Figure 1. Signal wires on met2 (run 1).
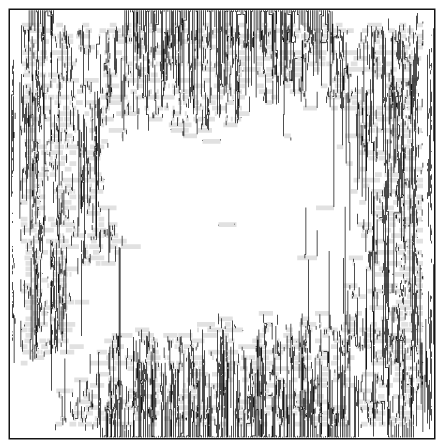
Figure 2. Where the registers sit (run 1).
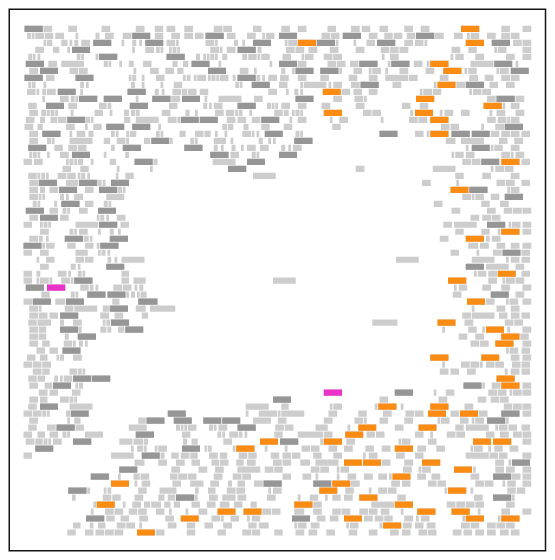
Figure 3. Gate-type map (run 1).
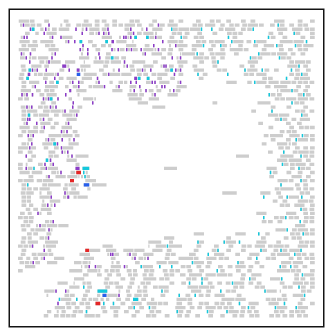
$ cat config.mk
export PLATFORM = sky130hd
export DESIGN_NAME = alu_share_arbiter
export DESIGN_NICKNAME = d
export VERILOG_FILES = /design/src/rtl/alu_share_arbiter.sv
export SDC_FILE = /design/constraint.sdc
export NUM_CORES = 1
export LEC_CHECK = 0
export ABC_CLOCK_PERIOD_IN_PS = 2200
export CAP_MARGIN = 40
export CORE_AREA = 5 5 203 205
export CTS_BUF_LIST = sky130_fd_sc_hd__clkbuf_8 sky130_fd_sc_hd__clkbuf_16
export DETAILED_ROUTE_END_ITERATION = 8
export DIE_AREA = 0 0 208 210
export GPL_ROUTABILITY_DRIVEN = 0
export PLACE_DENSITY = 0.52
export SYNTH_ARGS = -nofsm -noshare
export SYNTH_HDL_FRONTEND = slang
export SYNTH_SLANG_ARGS = --single-unit
export TNS_END_PERCENT = 50
$ cat constraint.sdc
create_clock -name clk -period 2.2 [get_ports clk]
set_clock_uncertainty 0.1 [all_clocks]
set_input_delay 0.44 -clock clk [delete_from_list [all_inputs] [get_ports clk]]
set_output_delay 0.44 -clock clk [all_outputs]
set_load 0.01 [all_outputs]
$ cat src/rtl/alu_share_arbiter.sv
// -----------------------------------------------------------------------------
// alu_share_arbiter
//
// Time-shares one external combinational 64-bit ALU (add/sub/and/xor) between
// two requesters: req0 (execute-stage op) and req1 (address / stack-pointer
// calculation). A three-state FSM (IDLE -> EXEC -> RESP) accepts one op,
// drives the shared ALU from registered operands for one cycle, captures the
// result, and presents it on a valid/ready response port. The block also owns
// the Y86 condition codes (ZF/SF/OF), which only req0 ops may update.
//
// Build option:
//   ALU_ARB_FIXED_PRIO_EN  defined   -> req0 always wins when valid.
//                          undefined -> round-robin on ties via last_grant.
//
// Ports:
//   clk, rst                 clock, synchronous active-high reset
//   req0_valid/ready         requester 0 handshake (ready is combinational)
//   req0_a/b/fn/set_cc       requester 0 operands, function, CC-update flag
//   req1_valid/ready         requester 1 handshake (ready is combinational)
//   req1_a/b/fn              requester 1 operands and function
//   alu_a/b/fn               registered operands to the shared ALU
//   alu_result/overflow      combinational result and signed overflow back
//   rsp_valid/ready          response handshake
//   rsp_id, rsp_result       owner of the response and its registered result
//   cc_zf, cc_sf, cc_of      condition codes
// -----------------------------------------------------------------------------
module alu_share_arbiter #(
  parameter int W    = 64,
  parameter int FN_W = 2
) (
  input  logic            clk,
  input  logic            rst,
  input  logic            req0_valid,
  output logic            req0_ready,
  input  logic [W-1:0]    req0_a,
  input  logic [W-1:0]    req0_b,
  input  logic [FN_W-1:0] req0_fn,
  input  logic            req0_set_cc,
  input  logic            req1_valid,
  output logic            req1_ready,
  input  logic [W-1:0]    req1_a,
  input  logic [W-1:0]    req1_b,
  input  logic [FN_W-1:0] req1_fn,
  output logic [W-1:0]    alu_a,
  output logic [W-1:0]    alu_b,
  output logic [FN_W-1:0] alu_fn,
  input  logic [W-1:0]    alu_result,
  input  logic            alu_overflow,
  output logic            rsp_valid,
  input  logic            rsp_ready,
  output logic            rsp_id,
  output logic [W-1:0]    rsp_result,
  output logic            cc_zf,
  output logic            cc_sf,
  output logic            cc_of
);

  localparam logic [1:0] ST_IDLE = 2'd0;
  localparam logic [1:0] ST_EXEC = 2'd1;
  localparam logic [1:0] ST_RESP = 2'd2;

  localparam logic [FN_W-1:0] FN_ADD = FN_W'(2'd0);
  localparam logic [FN_W-1:0] FN_SUB = FN_W'(2'd1);

  logic [1:0]      state_q,      state_d;
  logic [W-1:0]    alu_a_q,      alu_a_d;
  logic [W-1:0]    alu_b_q,      alu_b_d;
  logic [FN_W-1:0] alu_fn_q,     alu_fn_d;
  logic            op_id_q,      op_id_d;
  logic            op_set_cc_q,  op_set_cc_d;
  logic            rsp_valid_q,  rsp_valid_d;
  logic            rsp_id_q,     rsp_id_d;
  logic [W-1:0]    rsp_result_q, rsp_result_d;
  logic            cc_zf_q,      cc_zf_d;
  logic            cc_sf_q,      cc_sf_d;
  logic            cc_of_q,      cc_of_d;
`ifndef ALU_ARB_FIXED_PRIO_EN
  logic            last_grant_q, last_grant_d;
`endif

  logic            grant_vld_s;
  logic            grant_id_s;
  logic [W-1:0]    sel_a_s;
  logic [W-1:0]    sel_b_s;
  logic [FN_W-1:0] sel_fn_s;
  logic            sel_set_cc_s;

  // Arbitration: only in IDLE and never during the reset cycle.
  always_comb begin
    grant_vld_s = 1'b0;
    grant_id_s  = 1'b0;
    if ((state_q == ST_IDLE) && !rst) begin
`ifdef ALU_ARB_FIXED_PRIO_EN
      if (req0_valid) begin
        grant_vld_s = 1'b1;
        grant_id_s  = 1'b0;
      end else if (req1_valid) begin
        grant_vld_s = 1'b1;
        grant_id_s  = 1'b1;
      end else begin
        grant_vld_s = 1'b0;
      end
`else
      if (req0_valid && req1_valid) begin
        // Tie: hand the ALU to whoever did not win last time.
        grant_vld_s = 1'b1;
        grant_id_s  = ~last_grant_q;
      end else if (req0_valid) begin
        grant_vld_s = 1'b1;
        grant_id_s  = 1'b0;
      end else if (req1_valid) begin
        grant_vld_s = 1'b1;
        grant_id_s  = 1'b1;
      end else begin
        grant_vld_s = 1'b0;
      end
`endif
    end else begin
      grant_vld_s = 1'b0;
    end
  end

  // Operand mux for the granted requester; req1 can never touch the CCs.
  always_comb begin
    sel_a_s      = req0_a;
    sel_b_s      = req0_b;
    sel_fn_s     = req0_fn;
    sel_set_cc_s = req0_set_cc;
    if (grant_id_s) begin
      sel_a_s      = req1_a;
      sel_b_s      = req1_b;
      sel_fn_s     = req1_fn;
      sel_set_cc_s = 1'b0;
    end else begin
      sel_set_cc_s = req0_set_cc;
    end
  end

  assign req0_ready = grant_vld_s & ~grant_id_s;
  assign req1_ready = grant_vld_s &  grant_id_s;

  // FSM next-state, operand capture, result capture and CC update.
  always_comb begin
    state_d      = state_q;
    alu_a_d      = alu_a_q;
    alu_b_d      = alu_b_q;
    alu_fn_d     = alu_fn_q;
    op_id_d      = op_id_q;
    op_set_cc_d  = op_set_cc_q;
    rsp_valid_d  = rsp_valid_q;
    rsp_id_d     = rsp_id_q;
    rsp_result_d = rsp_result_q;
    cc_zf_d      = cc_zf_q;
    cc_sf_d      = cc_sf_q;
    cc_of_d      = cc_of_q;
`ifndef ALU_ARB_FIXED_PRIO_EN
    last_grant_d = last_grant_q;
`endif
    case (state_q)
      ST_IDLE: begin
        if (grant_vld_s) begin
          alu_a_d     = sel_a_s;
          alu_b_d     = sel_b_s;
          alu_fn_d    = sel_fn_s;
          op_id_d     = grant_id_s;
          op_set_cc_d = sel_set_cc_s;
`ifndef ALU_ARB_FIXED_PRIO_EN
          last_grant_d = grant_id_s;
`endif
          state_d     = ST_EXEC;
        end else begin
          state_d = ST_IDLE;
        end
      end
      ST_EXEC: begin
        rsp_result_d = alu_result;
        rsp_id_d     = op_id_q;
        rsp_valid_d  = 1'b1;
        state_d      = ST_RESP;
        if (op_set_cc_q) begin
          cc_zf_d = (alu_result == {W{1'b0}});
          cc_sf_d = alu_result[W-1];
          // Overflow is only meaningful for the arithmetic functions.
          cc_of_d = ((alu_fn_q == FN_ADD) || (alu_fn_q == FN_SUB)) ? alu_overflow : 1'b0;
        end else begin
          cc_zf_d = cc_zf_q;
        end
      end
      ST_RESP: begin
        if (rsp_ready) begin
          rsp_valid_d = 1'b0;
          state_d     = ST_IDLE;
        end else begin
          state_d = ST_RESP;
        end
      end
      default: begin
        rsp_valid_d = 1'b0;
        state_d     = ST_IDLE;
      end
    endcase
  end

  // State registers with synchronous reset.
  always_ff @(posedge clk) begin
    if (rst) begin
      state_q      <= ST_IDLE;
      alu_a_q      <= {W{1'b0}};
      alu_b_q      <= {W{1'b0}};
      alu_fn_q     <= {FN_W{1'b0}};
      op_id_q      <= 1'b0;
      op_set_cc_q  <= 1'b0;
      rsp_valid_q  <= 1'b0;
      rsp_id_q     <= 1'b0;
      rsp_result_q <= {W{1'b0}};
      cc_zf_q      <= 1'b1;
      cc_sf_q      <= 1'b0;
      cc_of_q      <= 1'b0;
`ifndef ALU_ARB_FIXED_PRIO_EN
      last_grant_q <= 1'b1;
`endif
    end else begin
      state_q      <= state_d;
      alu_a_q      <= alu_a_d;
      alu_b_q      <= alu_b_d;
      alu_fn_q     <= alu_fn_d;
      op_id_q      <= op_id_d;
      op_set_cc_q  <= op_set_cc_d;
      rsp_valid_q  <= rsp_valid_d;
      rsp_id_q     <= rsp_id_d;
      rsp_result_q <= rsp_result_d;
      cc_zf_q      <= cc_zf_d;
      cc_sf_q      <= cc_sf_d;
      cc_of_q      <= cc_of_d;
`ifndef ALU_ARB_FIXED_PRIO_EN
      last_grant_q <= last_grant_d;
`endif
    end
  end

  assign alu_a      = alu_a_q;
  assign alu_b      = alu_b_q;
  assign alu_fn     = alu_fn_q;
  assign rsp_valid  = rsp_valid_q;
  assign rsp_id     = rsp_id_q;
  assign rsp_result = rsp_result_q;
  assign cc_zf      = cc_zf_q;
  assign cc_sf      = cc_sf_q;
  assign cc_of      = cc_of_q;

endmodule

==> changes_impl.md, run 1 <==
## Implementation

- Sw Ratio: 0.269
- Logic inverters: 2
- Yosys stat cell total: 817
- GR Layer Usage met1: 0.187
- Die ar.: 43700 um^2
- Status: complete, but fails checks
- Reg-to-reg endpoint: alu_b[44]$_SDFFE_PP0P_
- Largest net degree at the start of global routing: 165
- Worst R2R Path Depth: 6
- Clk sinks: 204
- Hold Worst Slack: 350 ps
- Final setup violation count: 1
- Share of cells above drive strength 1: 0.0675
- Top cell category: non-clock buffers
- DRT Pass-1 Iters: 6
- Worst Tran Pin Value: 1060 ps
- Violated checks: setup timing
- Max-slew violations: 0
- Final clock-cell share: 0.0513
- Worst-path clk slew: 50 ps
- Tool warning count: 31
- Crit path DAT: 1680 ps
- Netlist cell types: 27
- Clk network pwr share: 0.372
- Setup ws final: -21.8 ps
- Crit Path Max Fanout: 2
- WL/cell: 20.6 um
-- Figure 1 (at the start) --
main direction	vertical
wire length on this layer	19200 um
nets with wire on the layer	1438
share of all routed wire	50%
GR Layer Usage met2: 0.274
Via Count: 8628
final WL: 38600 um

-- Figure 2 (at the start) --
color	signal	placed flops
orange	alu_b	64
magenta	alu_fn	2
not colored	138
fraction of area in registers: 0.284
Reg area: 4090 um^2
Util after Layout: 0.366

-- Figure 3 (at the start) --
color	family	cells
red	non-inverting ao/oa cells	4
purple	nand cells	167
cyan	nor cells	128
blue	and/or cells	3
Comb/total area: 0.211
final cell count without fillers: 1875
Commonest Layout Cell: clkdlybuf4s50_1

-- run 1: through the flow --
step / instance area (um^2) / worst slack, ps / instances / power, W
finish: 14400 / -21.8 / 1875 / 0.0102
detailed placement: 13400 / -394 / 1825 / 0.00642
CTS: 14200 / -58.6 / 1868 / 0.0103
floorplan: 7450 / 144 / 817 / 0.00497
global route: 14400 / -99.0 / 1874 / 0.0107
global placement: 13400 / -393 / 1825 / 0.00640
-- run 1: cells in the final DEF, fill, tap and decap left out, drive strengths merged, types with 4 or more instances in the layout --
cell type      instances
clkdlybuf4s50        528
buf                   42
clkinv                 4
dfxtp                204
o221ai                24
a21oi                 94
nand4                  4
inv                   10
clkbuf                33
a222oi               106
nand2                159
nor2                 110
nor4                  16
-- run 1: registers in the layout, indices dropped and copies added, names as in the netlist, 2 cells and up --
signal	flops
rsp_result	64
alu_fn	2
alu_a	64
state_q	2
alu_b	64
-- run 1: cells in the mapped netlist --
cell / n / area, um^2
dfxtp_1: 204 / 4080
nand2_1: 159 / 597
nor2_1: 110 / 413
a222oi_1: 106 / 1060
a21oi_1: 94 / 470
clkbuf_1: 61 / 229
o221ai_1: 24 / 210
nor4_1: 16 / 100
buf_2: 14 / 70.1
buf_6: 6 / 67.6
nand4_1: 4 / 25.0
buf_1: 2 / 7.51
nand3_1: 2 / 10.0
o21ai_0: 2 / 10.0
a211o_1: 1 / 8.76
a21bo_2: 1 / 10.0
a31o_2: 1 / 8.76
clkinv_1: 1 / 3.75
inv_1: 1 / 3.75
nand2b_1: 1 / 6.26
nand4b_1: 1 / 8.76
nor2b_1: 1 / 6.26
nor3b_1: 1 / 7.51
o211a_1: 1 / 10.0
or2_1: 1 / 6.26
or3_1: 1 / 6.26
or4_1: 1 / 7.51
-- run 1: power by group through the flow --
stage               clock, W  sequential (W)  combinational [W]
CTS                  0.00393         0.00411            0.00227
floorplan                  0         0.00429           0.000681
global placement           0         0.00417            0.00223
detailed placement         0         0.00419            0.00223
global route         0.00410         0.00414            0.00250
finish               0.00381         0.00411            0.00233
-- run 1: kinds of logic after synthesis --
logic type	Yosys count	synth area share
compound gates	230	0.240
flops	204	0.548
simple gates	298	0.160
buf+inv	85	0.0512
-- run 1: how the worst max path moves through the flow --
stage | start | to | slack (ps) | cells after the start
6_report | state_q[1]$_SDFF_PP0_ | req0_ready | -20 | 3
3_5_place_dp | req1_valid | req0_ready | -390 | 4
2_1_floorplan | rst | alu_a[0]$_SDFFE_PP0P_ | 140 | 7
4_1_cts | state_q[1]$_SDFF_PP0_ | req0_ready | -60 | 3
3_3_place_gp | req0_valid | req0_ready | -390 | 4
5_1_grt | state_q[1]$_SDFF_PP0_ | req0_ready | -100 | 3
-- run 1: timing repair --
item,CTS,global route
hold buffers,0,0
gates cloned,1,6
resized,17,11
setup buffers,1,0
setup endpoints to repair,106,81
pin swaps,1,70
-- run 1: metal layers --
layer | share of wire | routed length (um)
met1 | 0.39 | 15200
met2 | 0.50 | 19200
met3 | 0.086 | 3320
met4 | 0.023 | 886
met5 | 0 | 0
-- run 1: worst reg2reg max path, delay by kind of cell, from the launching register on --
family | cells | cell delay (ps)
simple gates | 3 | 800
buf+inv | 2 | 430
compound gates | 1 | 350
flops | 1 | 320
## Run 2: what changed since run 1
==> config.mk (replaced) <==
export PLATFORM = sky130hd
export DESIGN_NAME = alu_share_arbiter
export DESIGN_NICKNAME = d
export VERILOG_FILES = /design/src/rtl/alu_share_arbiter.sv
export SDC_FILE = /design/constraint.sdc
export NUM_CORES = 1
export LEC_CHECK = 0
export CAP_MARGIN = 40
export CORE_AREA = 5 5 205 207
export CTS_BUF_LIST = sky130_fd_sc_hd__clkbuf_8 sky130_fd_sc_hd__clkbuf_16
export CTS_CLUSTER_SIZE = 30
export DETAILED_ROUTE_END_ITERATION = 8
export DIE_AREA = 0 0 210 212
export DONT_BUFFER_PORTS = 1
export GPL_ROUTABILITY_DRIVEN = 0
export PLACE_DENSITY = 0.35
export SYNTH_ARGS = -nofsm -noshare
export SYNTH_HDL_FRONTEND = slang
export SYNTH_SLANG_ARGS = --single-unit
export TNS_END_PERCENT = 50
Figure 4. Gate-type map (run 2).
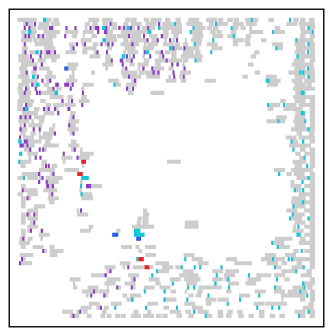
Commonest Layout Cell: dlygate4sd3_1
Comb/total area: 0.268
final cell count without fillers: 1566

Figure 5. Where the registers sit (run 2).
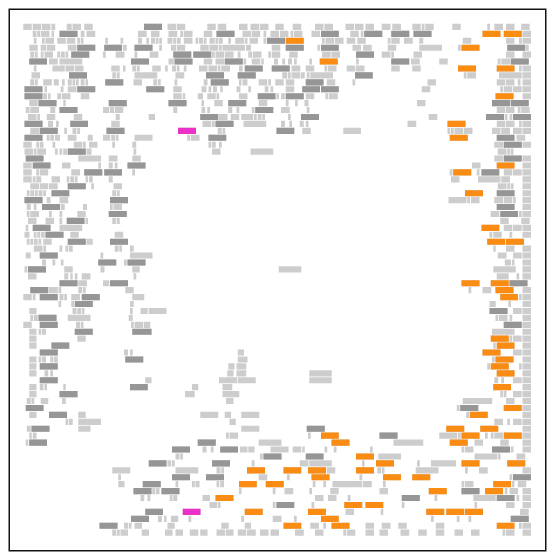
color	signal	placed flops
orange	alu_b	64
magenta	alu_fn	2
fraction of area in registers: 0.362
Util after Layout: 0.281
Power Sequential: 0.00432 W

==> run 2 against run 1 <==
Highest routed layer unchanged; first-iteration DRC count up 34%; synthesized cell count did not move; sequential cell count unchanged; fmax shrank 1.2%; clock power shrank 2%; area after synthesis is the same; the run ends with hold timing, setup timing left; critical path type unchanged; largest cell class is now sequential cells; sequential share of layout area is 7.8 points higher.
==> changes_impl.md, run 2 <==
## Implementation

- EDFF count, synth: 0
- Violated checks: hold timing, setup timing
- Hold Worst Slack: -91.4 ps
- Max-area cell share: 0.548
- WL/cell: 23.0 um
- Worst-path clk slew: 60 ps
- Cell area after layout: 11300 um^2
- Inst Count DP: 1293
- DP Area: 8120 um^2
- Share of cells above drive strength 1: 0.0756
- YS chip area: 7450 um^2
- Final setup violation count: 1
- Crit Path Max Fanout: 6
- Yosys stat cell total: 817
- Netlist cell types: 27
- Via Count: 7743
- Top cells excl fill/tap: dlygate4sd3_1, dfxtp_1, nand2_1
- Worst R2R Path Depth: 5
- Cells taking the most area after synthesis: dfxtp_1, a222oi_1, nand2_1
- Die Wd: 210 um
- Tool warning count: 32
- Crit path DAT: 1710 ps
- Reg area: 4090 um^2
- Most common cell in the netlist: dfxtp_1
- Reg-to-reg endpoint: alu_a[2]$_SDFFE_PP0P_
- Max-slew violations: 0
- Largest net degree at the start of global routing: 204
- DRT Pass-1 Iters: 9
- Area leader, netlist: dfxtp_1
- Setup ws final: -49.5 ps
- Die ar.: 44500 um^2
- Fin. Hold Viols: 56
- Share of flip-flops with an asynchronous set or reset: 0
- Worst Tran Pin Value: 516 ps
- R2R setup slack: 80 ps
- Status: complete, but fails checks
- Pwr Total: 0.00935 W
[run 2: netlist changes by cell type in the layout (fill, tap and decap cells not counted), sizes merged]
cell,change
inv,-2
clkbuf,-3
dlygate4sd3,+222
buf,-10
diode,+1
clkdlybuf4s50,-528
bufbuf,+3
clkinv,+1
[run 2: worst max-delay path, cell delays in order, from the launching register on]
cell	delay [ps]
dfxtp_2	330
or3_4	400
nor3b_4	250
buf_12	200
[run 2: kinds of logic (layout without fill, tap and decap cells)]
family / Yosys count / in the layout / synth area share
AND/OR/NAND/NOR: 298 / 298 / 0.160
AND-OR/OR-AND: 230 / 230 / 0.240
flip-flops: 204 / 204 / 0.548
buffers and inverters: 85 / 300 / 0.0512
other: 0 / 2 / 0
[run 2: layout make-up]
type                    instances  share of cell area
well taps                     532              0.0590
multi-input cells             528               0.268
clock inverters                11             0.00411
repair buffers                258               0.245
inverters                       2            0.000666
flip-flops and latches        204               0.362
clock buffers                  29              0.0604
diodes                          2            0.000444
[run 2: what timing repair did]
| item | in CTS | in global routing |
|---|---|---|
| setup endpoints to repair | 2 | 23 |
| pin swaps | 2 | 0 |
| buffers inserted | 4 | 1 |
| resized | 3 | 4 |
| gates cloned | 4 | 1 |
| hold buffers | 135 | 87 |
| endpoints found under the hold margin | 202 | 124 |
[run 2: power by group]
group	internal, W	total, W	switching [W]
clock	0.00216	0.00372	0.00156
combinational	0.000712	0.00131	0.000601
sequential	0.00397	0.00432	0.000355
[run 2: how the worst max path moves through the flow]
stage / slack (ps) / startpoint / cells after the start / to
4_1_cts: -110 / state_q[1]$_SDFF_PP0_ / 3 / req0_ready
2_1_floorplan: 140 / rst / 7 / alu_a[0]$_SDFFE_PP0P_
3_3_place_gp: 30 / rst / 7 / alu_b[62]$_SDFFE_PP0P_
6_report: -50 / state_q[1]$_SDFF_PP0_ / 3 / req0_ready
3_5_place_dp: -40 / rst / 7 / alu_b[48]$_SDFFE_PP0P_
5_1_grt: -140 / state_q[1]$_SDFF_PP0_ / 3 / req0_ready
[run 2: layer usage]
metal	vias up	share of wire	wire (um)	track usage
li1	3461	-	-	-
met1	3762	0.36	12900	0.153
met2	460	0.51	18400	0.242
met3	60	0.11	3800	0.0599
met4	0	0.024	872	0.0608
met5	-	0	0	0
[run 2: through the flow]
stage	setup TNS, ps	setup slack (ps)	hold slack, ps
final	-49.5	-49.5	-91.4
after global routing	-154	-144	-130
after CTS	-106	-106	-146
after detailed placement	-681	-42.2	360
after global placement	0	27.3	345
after floorplan	0	144	332
Power is estimated from default activity; no workload was simulated.
